### config.mk
export PLATFORM = sky130hd
export DESIGN_NAME = onebyn_table_gen_flat
export DESIGN_NICKNAME = d
export VERILOG_FILES = /design/src/rtl/onebyn_pkg.sv /design/src/rtl/onebyn_table_gen_if.sv /design/src/rtl/recip_div_seq.sv /design/src/rtl/onebyn_table_gen.sv /design/src/flat_wrapper.sv
export SDC_FILE = /design/constraint.sdc
export NUM_CORES = 1
export LEC_CHECK = 0
export CAP_MARGIN = 20
export CORE_UTILIZATION = 49
export DETAILED_ROUTE_END_ITERATION = 12
export PLACE_DENSITY = 0.82
export SLEW_MARGIN = 20
export SYNTH_ARGS = -nofsm -noshare
export SYNTH_HDL_FRONTEND = slang
export SYNTH_SLANG_ARGS = --single-unit
### constraint.sdc
create_clock -name clk -period 2.1 [get_ports clk]
set_input_delay 0.525 -clock clk [delete_from_list [all_inputs] [get_ports clk]]
set_output_delay 0.525 -clock clk [all_outputs]
set_load 0.05 [all_outputs]
### src/rtl/onebyn_pkg.sv
// Shared widths, constants and FSM encoding for the 1/N reciprocal table generator.
package onebyn_pkg;

  localparam int unsigned ONEBYN_NBITS    = 8;
  localparam int unsigned ONEBYN_QBITS    = 17;
  localparam int unsigned ONEBYN_DIVIDEND = 65536;
  localparam logic [ONEBYN_QBITS-1:0] ONEBYN_ZERO_VAL = 17'h1FFFF;

  typedef enum logic [2:0] {
    IDLE,
    LOAD,
    DIV,
    WRITE,
    DONE
  } onebyn_state_e;

endpackage

### src/rtl/onebyn_table_gen_if.sv
// Control and table-RAM write port of the reciprocal table generator.
interface onebyn_table_gen_if;
  import onebyn_pkg::*;

  logic                    start;
  logic                    busy;
  logic                    done;
  logic                    wr_en;
  logic [ONEBYN_NBITS-1:0] wr_addr;
  logic [ONEBYN_QBITS-1:0] wr_data;
  logic                    wr_ready;

  modport master (
    input  start, wr_ready,
    output busy, done, wr_en, wr_addr, wr_data
  );

  modport slave (
    output start, wr_ready,
    input  busy, done, wr_en, wr_addr, wr_data
  );

endinterface

### src/rtl/recip_div_seq.sv
// Iterative restoring divider: ONEBYN_DIVIDEND / divisor, one quotient bit per cycle, MSB first.
// valid is high on the cycle whose closing edge produces the last quotient bit.
module recip_div_seq
  import onebyn_pkg::*;
#(
  parameter int unsigned NBITS = ONEBYN_NBITS,
  parameter int unsigned QBITS = ONEBYN_QBITS
) (
  input  logic             clk,
  input  logic             rst,
  input  logic             load,
  input  logic [NBITS-1:0] divisor,
  output logic             busy,
  output logic             valid,
  output logic [QBITS-1:0] quotient
);

  localparam int unsigned CNTW  = $clog2(QBITS);
  localparam int unsigned RBITS = NBITS + 1;

  logic [RBITS-1:0] rem_q;
  logic [QBITS-1:0] shift_q;
  logic [NBITS-1:0] div_q;
  logic [CNTW-1:0]  cnt_q;
  logic             busy_q;
  logic             valid_q;

  logic [RBITS:0]   trial_c;
  logic             fits_c;
  logic [RBITS-1:0] rem_nx_c;
  logic [QBITS-1:0] quot_nx_c;
  logic             last_c;

  // Dividend bits leave the top of shift_q while quotient bits enter at the bottom.
  always_comb begin
    trial_c   = {rem_q, shift_q[QBITS-1]};
    fits_c    = (trial_c >= (RBITS+1)'(div_q));
    rem_nx_c  = fits_c ? RBITS'(trial_c - (RBITS+1)'(div_q)) : RBITS'(trial_c);
    quot_nx_c = {shift_q[QBITS-2:0], fits_c};
    last_c    = (cnt_q == '0);
  end

  always_ff @(posedge clk) begin
    if (rst) begin
      rem_q   <= '0;
      shift_q <= '0;
      div_q   <= '0;
      cnt_q   <= '0;
      busy_q  <= 1'b0;
      valid_q <= 1'b0;
    end else if (load) begin
      rem_q   <= '0;
      shift_q <= QBITS'(ONEBYN_DIVIDEND);
      div_q   <= divisor;
      cnt_q   <= CNTW'(QBITS - 1);
      busy_q  <= 1'b1;
      valid_q <= 1'b0;
    end else if (busy_q) begin
      rem_q   <= rem_nx_c;
      // Division by zero saturates so every entry still takes the full QBITS steps.
      shift_q <= (last_c && (div_q == '0)) ? {QBITS{1'b1}} : quot_nx_c;
      cnt_q   <= cnt_q - CNTW'(1);
      busy_q  <= !last_c;
      valid_q <= (cnt_q == CNTW'(1));
    end else begin
      valid_q <= 1'b0;
    end
  end

  assign busy     = busy_q;
  assign valid    = valid_q;
  assign quotient = shift_q;

endmodule

### src/rtl/onebyn_table_gen.sv
// Generates the floor(65536/N) reciprocal table at run time and streams it into the table RAM.
module onebyn_table_gen
  import onebyn_pkg::*;
(
  input  logic               clk,
  input  logic               rst,
  onebyn_table_gen_if.master bus
);

  localparam int unsigned NBITS = ONEBYN_NBITS;
  localparam int unsigned QBITS = ONEBYN_QBITS;
  localparam logic [NBITS-1:0] IDX_LAST = '1;

  onebyn_state_e    state_q, state_d;
  logic [NBITS-1:0] idx_q, idx_d;
  logic             div_load_c;
  logic             div_busy;
  logic             div_valid;
  logic [QBITS-1:0] div_quot;

  logic             busy_q;
  logic             done_q;
  logic             wr_en_q;
  logic [NBITS-1:0] wr_addr_q;

  recip_div_seq #(
    .NBITS (NBITS),
    .QBITS (QBITS)
  ) u_div (
    .clk      (clk),
    .rst      (rst),
    .load     (div_load_c),
    .divisor  (idx_q),
    .busy     (div_busy),
    .valid    (div_valid),
    .quotient (div_quot)
  );

  // Next-state logic; the divider for the next entry is loaded only after the write is accepted.
  always_comb begin
    state_d    = state_q;
    idx_d      = idx_q;
    div_load_c = 1'b0;
    case (state_q)
      IDLE: begin
        if (bus.start) begin
          idx_d   = '0;
          state_d = LOAD;
        end
      end
      LOAD: begin
        div_load_c = 1'b1;
        state_d    = DIV;
      end
      DIV: begin
        if (div_valid) state_d = WRITE;
      end
      WRITE: begin
        if (bus.wr_ready && !div_busy) begin
          if (idx_q == IDX_LAST) begin
            state_d = DONE;
          end else begin
            idx_d   = idx_q + NBITS'(1);
            state_d = LOAD;
          end
        end
      end
      DONE:    state_d = IDLE;
      default: state_d = IDLE;
    endcase
  end

  always_ff @(posedge clk) begin
    if (rst) begin
      state_q   <= IDLE;
      idx_q     <= '0;
      busy_q    <= 1'b0;
      done_q    <= 1'b0;
      wr_en_q   <= 1'b0;
      wr_addr_q <= '0;
    end else begin
      state_q   <= state_d;
      idx_q     <= idx_d;
      busy_q    <= (state_d != IDLE);
      done_q    <= (state_d == DONE);
      wr_en_q   <= (state_d == WRITE);
      wr_addr_q <= idx_d;
    end
  end

  assign bus.busy    = busy_q;
  assign bus.done    = done_q;
  assign bus.wr_en   = wr_en_q;
  assign bus.wr_addr = wr_addr_q;
  assign bus.wr_data = div_quot;

endmodule

### src/flat_wrapper.sv
// flat-port wrapper written by rule: the top's interface ports become plain ports
module onebyn_table_gen_flat import onebyn_pkg::*;
  (clk, rst, bus_start, bus_wr_ready, bus_busy, bus_done, bus_wr_en, bus_wr_addr, bus_wr_data);
  onebyn_table_gen_if bus_i ();
  input  logic clk;
  input  logic rst;
  input wire logic [$bits(bus_i.start)-1:0] bus_start;
  input wire logic [$bits(bus_i.wr_ready)-1:0] bus_wr_ready;
  output wire logic [$bits(bus_i.busy)-1:0] bus_busy;
  output wire logic [$bits(bus_i.done)-1:0] bus_done;
  output wire logic [$bits(bus_i.wr_en)-1:0] bus_wr_en;
  output wire logic [$bits(bus_i.wr_addr)-1:0] bus_wr_addr;
  output wire logic [$bits(bus_i.wr_data)-1:0] bus_wr_data;
  assign bus_i.start = bus_start;
  assign bus_i.wr_ready = bus_wr_ready;
  assign bus_busy = bus_i.busy;
  assign bus_done = bus_i.done;
  assign bus_wr_en = bus_i.wr_en;
  assign bus_wr_addr = bus_i.wr_addr;
  assign bus_wr_data = bus_i.wr_data;
  onebyn_table_gen u_core (.clk(clk), .rst(rst), .bus(bus_i));
endmodule
Run 1, where the registers sit:
Bar = 20 microns.
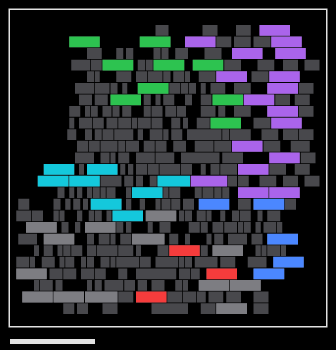
Key: green = `u_core.u_div.rem_q` [sequential cells 9, where top center]; purple = `u_core.u_div.quotient` [sequential cells 17]; cyan = `u_core.u_div.div_q` [sequential cells 8]; red = `u_core.state_q` [sequential cells 3]; blue = `u_core.u_div.cnt_q` [sequential cells 5, where lower right]
Another 13 sequential cells are not colored.

Run 1, track usage over the die:
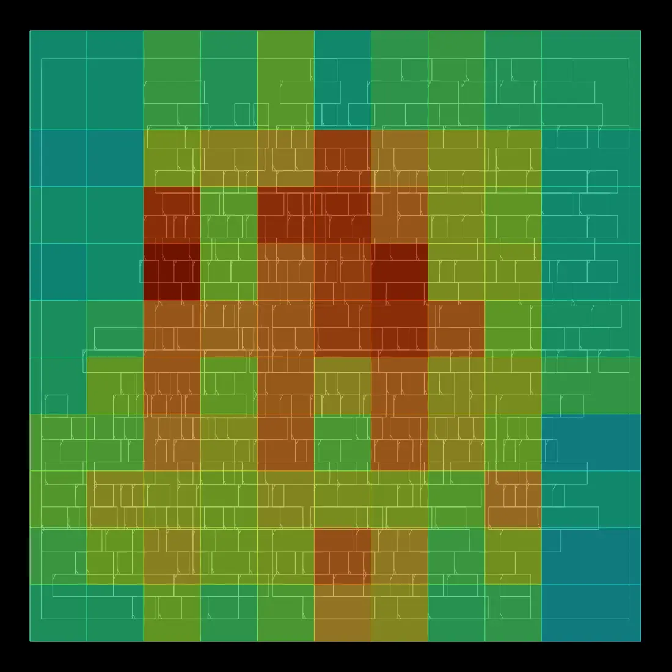
met3 usage: 4.201%
final core utilization: 65.94%
Tot GR Track Use: 20.30%

==> results_slide.txt, run 1 <==
Flow Results at a Glance

Die
  • IO Pins: 32
  • Core area: around 0.0048 sq mm
  • Die Ht: roughly 74 microns

Power
  • Comb power: ~0.5 mW
  • Leak: ~1.3 nW
  • Psw: 0.6743 mW
  • Internal power: about 1.5 mW
  • Top Consumer: sequential cells
  • Power, Total: about 2.2 mW
  • P_seq: 1.13 mW
  • Maximum VDD drop: 0.0003653 V
  • Sequential share of power: between 50% and 60%

Critical path
  • Worst r2r src: u_core.u_div.quotient[16]
  • Crit path capture type: flop
  • Worst EP arrival: between 2 and 2.5 ns
  • WP buf/inv: 2
  • CP startpoint kind: flop
  • Crit path kind: flop to flop
  • Levels on crit path: 10
  • RR Endpoint: u_core.u_div.rem_q[0]
  • CP endpoint: u_core.u_div.rem_q[0]
  • Crit path cell chain: inv_4 > ha_4 > inv_2 > fa_2 > a21o_1 > a21oi_2 > o211ai_1 > or2_4 > mux2i_1 > a22o_1

Hold path
  • Hold Path Class: flop to flop
  • Hold_sp: u_core.u_div.rem_q[6]
  • Worst hold stages: 2

GRT
  • Met1 GRT Util: between 20% and 30%
  • Most used routing layer: met2
  • Vias in the first global route: slightly below 2k
  • Initial antenna violation count: 0
  • Largest net degree at the start of global routing: 37

Placed design
  • Placed insts: roughly 380
  • IO Port Bufs: 31
  • Placed inst area: approximately 0.0031 sq mm
  • Worst slack, placed: -0.08632 ns
  • Detailed placer's ending HPWL: roughly 3800 microns

Synth
  • Floorplan Nets: about 290
  • FFs w/ async S/R, synth: 0%
  • Commonest cells post-synth: dfxtp_1, nand2_1, a21oi_1, nor2_1, o221a_2
  • Synthesized area per cell: between 9 and 10 sq um
  • Post-synth top flop: dfxtp_1
  • Synth Seq Share: roughly 43%
  • Count of flip-flops with a built-in enable after synthesis: 0
  • Yosys stat chip area: 0.002549 sq mm
  • Adder Share, Synth: about 6.2%
  • Distinct cells, synth: roughly 43
  • Dominant combinational family: AND-OR/OR-AND gates
  • Post-synth regs: between 50 and 60
  • Top area cell types: dfxtp_1, o221a_2, ha_1, a21oi_1, nand2_1
  • Mux share: around 3.1%
  • AND-OR/OR-AND Cells, Area Fraction: a little over a fifth

Drt
  • Post-route DRC: 0
  • Met1 wire length: around 2600 microns
  • Detail Route met2 WL: roughly 2500 microns
  • Via Count: about 2.2k
  • Top sig layer: met4
  • Initial drt markers: approximately 110

Outcome
  • Outcome: complete, but fails checks
  • Failing checks: negative setup slack

Final timing
  • PnR worst setup slack: -0.02582 ns
  • Slew Viols, Final: 0
  • F_max: approximately 470 MHz
  • Max-slew headroom: about two thirds
  • Hold Violations, Final: 0
  • Clock skew: 0.007810 ns
  • Final setup fails: 1
  • Tmin final: between 2 and 2.5 ns
  • Final period util: 101.2%

Final layout
  • CLK BUF: 5
  • Flop Count: between 50 and 60
  • Comb area: 0.001370 sq mm
  • Fin cells: just under 400
  • Most frequent cells in the layout: dfxtp_1, buf_4, nand2_1
  • Comb/total area: 42.86%
  • FF+latch area: ~0.0011 sq mm
  • Fill cells: around 410
  • Clock-cell share of area: 2.896%
  • Non-clk buf share: between 10% and 20%
  • Layout area overhead: 25.43%
  • Most frequent logic cell in the layout: dfxtp_1
  • Antenna cells: 0
  • Final-stage net count: between 300 and 400
  • Plain + repair buffers: between 50 and 60

Clocking
  • H-tree levels: 2
  • CTS tree: built
  • Clock buffer depth: 2
  • PostCTS Resize Cnt: 1
  • Clk_lat worst skew: 0.30 ns

Job
  • Tool Warnings: 29
Run 1, signal wires on met3:
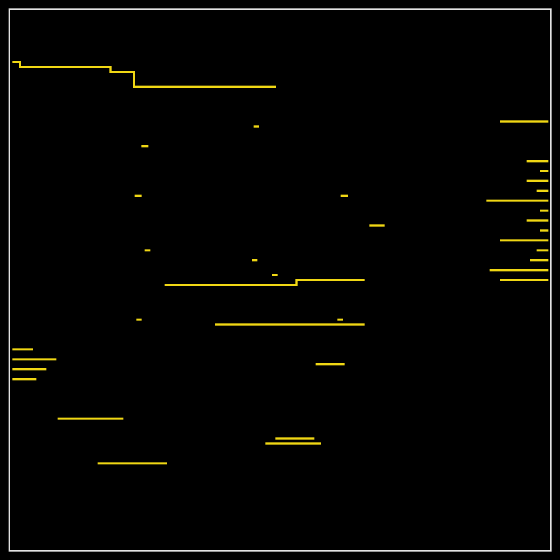
31 nets have wire on it. The wires run mostly horizontal. The longest straight run is 20.2 microns. The layer holds 3.6% of the routed length. The layer carries 192 microns of wire.

==> run 1 -> run 2 <==
--- a/config.mk
+++ b/config.mk
@@ -6,9 +6,10 @@
 export NUM_CORES = 1
 export LEC_CHECK = 0
 export CAP_MARGIN = 20
-export CORE_UTILIZATION = 49
+export CORE_UTILIZATION = 52
+export CTS_BUF_LIST = sky130_fd_sc_hd__clkbuf_4 sky130_fd_sc_hd__clkbuf_8
 export DETAILED_ROUTE_END_ITERATION = 12
-export PLACE_DENSITY = 0.82
+export PLACE_DENSITY = 0.86
 export SLEW_MARGIN = 20
 export SYNTH_ARGS = -nofsm -noshare
 export SYNTH_HDL_FRONTEND = slang
==> constraint.sdc (replaced) <==
create_clock -name clk -period 2.1 [get_ports clk]
set_input_delay 0.525 -clock clk [delete_from_list [all_inputs] [get_ports clk]]
set_output_delay 0.525 -clock clk [all_outputs]
set_load 0.1 [all_outputs]
Run 2, signal wires on met3:
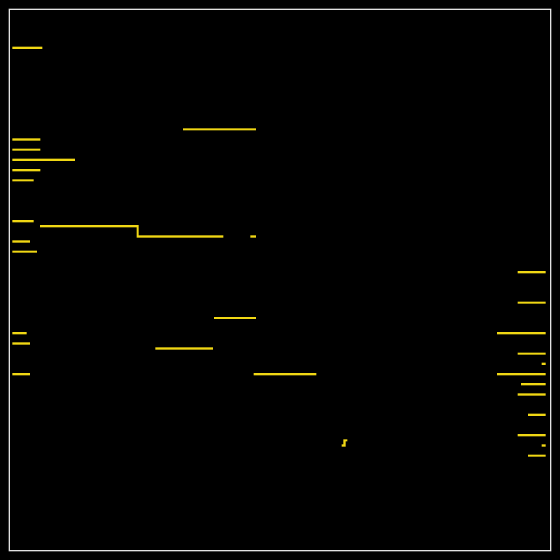
DRT Wirelength: 5146 microns
met3 usage: 3.472%
Via Count: 2143

Run 2, where the registers sit:
Bar = 20 microns.
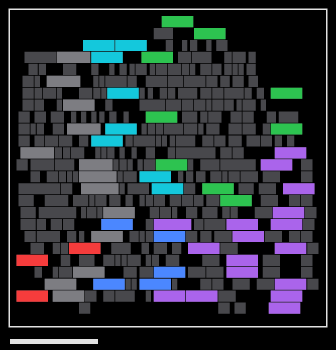
Key: red = `u_core.state_q` [sequential cells 3]; purple = `u_core.u_div.quotient` [sequential cells 17]; cyan = `u_core.u_div.div_q` [sequential cells 8]; green = `u_core.u_div.rem_q` [sequential cells 9]; blue = `u_core.u_div.cnt_q` [sequential cells 5, where bottom center]
Another 13 sequential cells are not colored.

==> results_slide.txt, run 2 <==
Flow Results at a Glance

Synth
  • Post-synth top flop: dfxtp_1
  • Adder Share, Synth: 6.186% (unchanged)
  • Synth Seq Share: 43.20% (unchanged)
  • Count of flip-flops with a built-in enable after synthesis: 0 (unchanged)
  • Commonest cells post-synth: dfxtp_1, nand2_1, a21oi_1, nor2_1, o221a_2
  • Yosys stat chip area: 0.002549 sq mm (unchanged)
  • AND-OR/OR-AND Cells, Area Fraction: 21.75% (unchanged)
  • Post-synth regs: 55 (unchanged)
  • Mux share: 3.142% (unchanged)
  • Dominant combinational family: AND-OR/OR-AND gates
  • Distinct cells, synth: 43 (unchanged)
  • FFs w/ async S/R, synth: 0% (unchanged)
  • Floorplan Nets: 288 (unchanged)

Critical path
  • Crit path kind: flop to flop
  • Worst r2r src: u_core.u_div.quotient[16]
  • Crit path cell chain: inv_4 > ha_4 > inv_2 > fa_2 > a21o_1 > a21oi_2 > o211ai_1 > or2_4 > mux2i_1 > a22o_1
  • RR Endpoint: u_core.u_div.rem_q[0]
  • Worst EP arrival: 2.31 ns (-0.02 ns)
  • CP startpoint kind: flop
  • Levels on crit path: 10 (unchanged)
  • Crit path capture type: flop
  • CP endpoint: u_core.u_div.rem_q[0]
  • WP buf/inv: 2 (unchanged)

Placed design
  • Worst slack, placed: -0.09734 ns (-0.01102 ns)
  • IO Port Bufs: 31 (unchanged)
  • Placed insts: 380 (+0.26%)
  • Placed inst area: 0.003045 sq mm (-0.86%)

Power
  • Leak: 1.293 nW (+1.8%)
  • Maximum VDD drop: 0.0004144 V (+13%)
  • Comb power: 0.590 mW (+18%)
  • Power, Total: 2.347 mW (+5.6%)
  • Sequential share of power: 48.2% (-2.8 points)
  • Internal power: 1.548 mW (about the same)
  • Top Consumer: sequential cells
  • Psw: 0.7992 mW (+19%)
  • Pwr Density: about 740 mW/mm^2
  • P_seq: 1.13 mW (about the same)

Clocking
  • CTS tree: built
  • H-tree levels: 2 (unchanged)
  • Clk_lat worst skew: 0.31 ns (about the same)
  • Clock buffer depth: 2 (unchanged)
  • Reg clk slew, reported paths: 0.11 ns
  • PostCTS Resize Cnt: 1 (unchanged)

Final layout
  • Non-clk buf share: 14.06% (-1.3 points)
  • Fin cells: 391 (+0.26%)
  • Fill cells: 388 (-5.4%)
  • Layout area overhead: 25.04%
  • FF+latch area: 0.001119 sq mm (+0.90%)
  • Clock-cell share of area: 3.219% (+0.32 points)
  • Comb area: 0.001383 sq mm (+0.91%)
  • Final core utilization: 67.47% (+1.5 points)
  • Fraction of layout cells with a size suffix above 1: between 30% and 40%
  • Flop Count: 55 (unchanged)
  • Most frequent cells in the layout: buf_4, dfxtp_1, nand2_1
  • Plain + repair buffers: 57 (+1.8%)
  • Final-stage net count: 339 (+0.30%)
  • CLK BUF: 5 (unchanged)
  • Comb/total area: 43.38% (+0.53 points)
  • Most frequent logic cell in the layout: buf_4

GRT
  • Most used routing layer: met2
  • Largest net degree at the start of global routing: 37 (unchanged)
  • Tot GR Track Use: 20.41% (+0.11 points)
  • Vias in the first global route: 1873 (-4.7%)
  • Initial antenna violation count: 0 (unchanged)

Final timing
  • Tmin final: 2.095 ns (-0.03101 ns)
  • Hold Violations, Final: 0 (unchanged)
  • Max-slew headroom: 74.51% (+8.0 points)
  • F_max: 477.4 MHz (+1.5%)
  • Slew Viols, Final: 0 (unchanged)
  • Final setup fails: 0 (-1)
  • Final period util: 99.75% (-1.5 points)
  • PnR worst setup slack: 0.005190 ns (+0.03101 ns)
  • Clock skew: 0.01091 ns (+0.003096 ns)

Die
  • Die Ht: 72.01 microns (-2.8%)
  • IO Pins: 32 (unchanged)
  • Core area: 0.004723 sq mm (-2.6%)
  • Fp util: 53.96%

Hold path
  • Hold_sp: u_core.u_div.rem_q[6]
  • Hold Path Class: flop to flop
  • Worst hold stages: 2 (unchanged)

Drt
  • Met1 wire length: 2515 microns (-2.1%)
  • Initial drt markers: 168 (+49%)
  • Detail Route met2 WL: 2441 microns (-0.49%)
  • Via-to-Cell Ratio: 5.481
  • Top sig layer: met4

Outcome
  • Outcome: complete, no violations

Job
  • Tool Warnings: 29 (unchanged)
Run 2, gate families picked out:
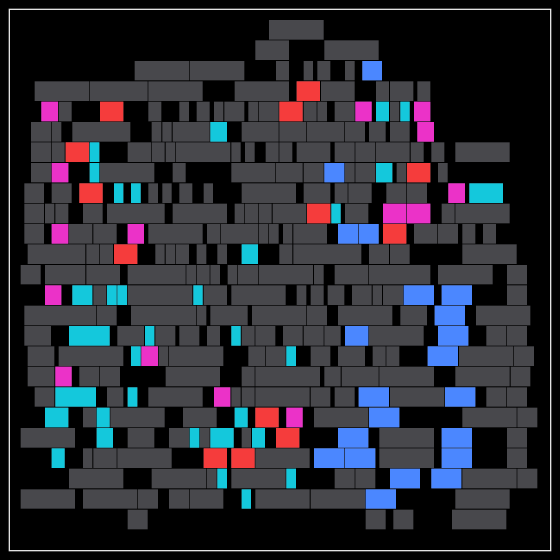
Key: cyan = NOR gates [cells 33, most used nor2_1]; blue = AND-OR and OR-AND gates [cells 21, most used o221a_2]; magenta = AND and OR gates [cells 15, most used and3_1]; red = XOR/XNOR gates [cells 13, most used xnor2_1]

Power and IR drop assume default switching activity.
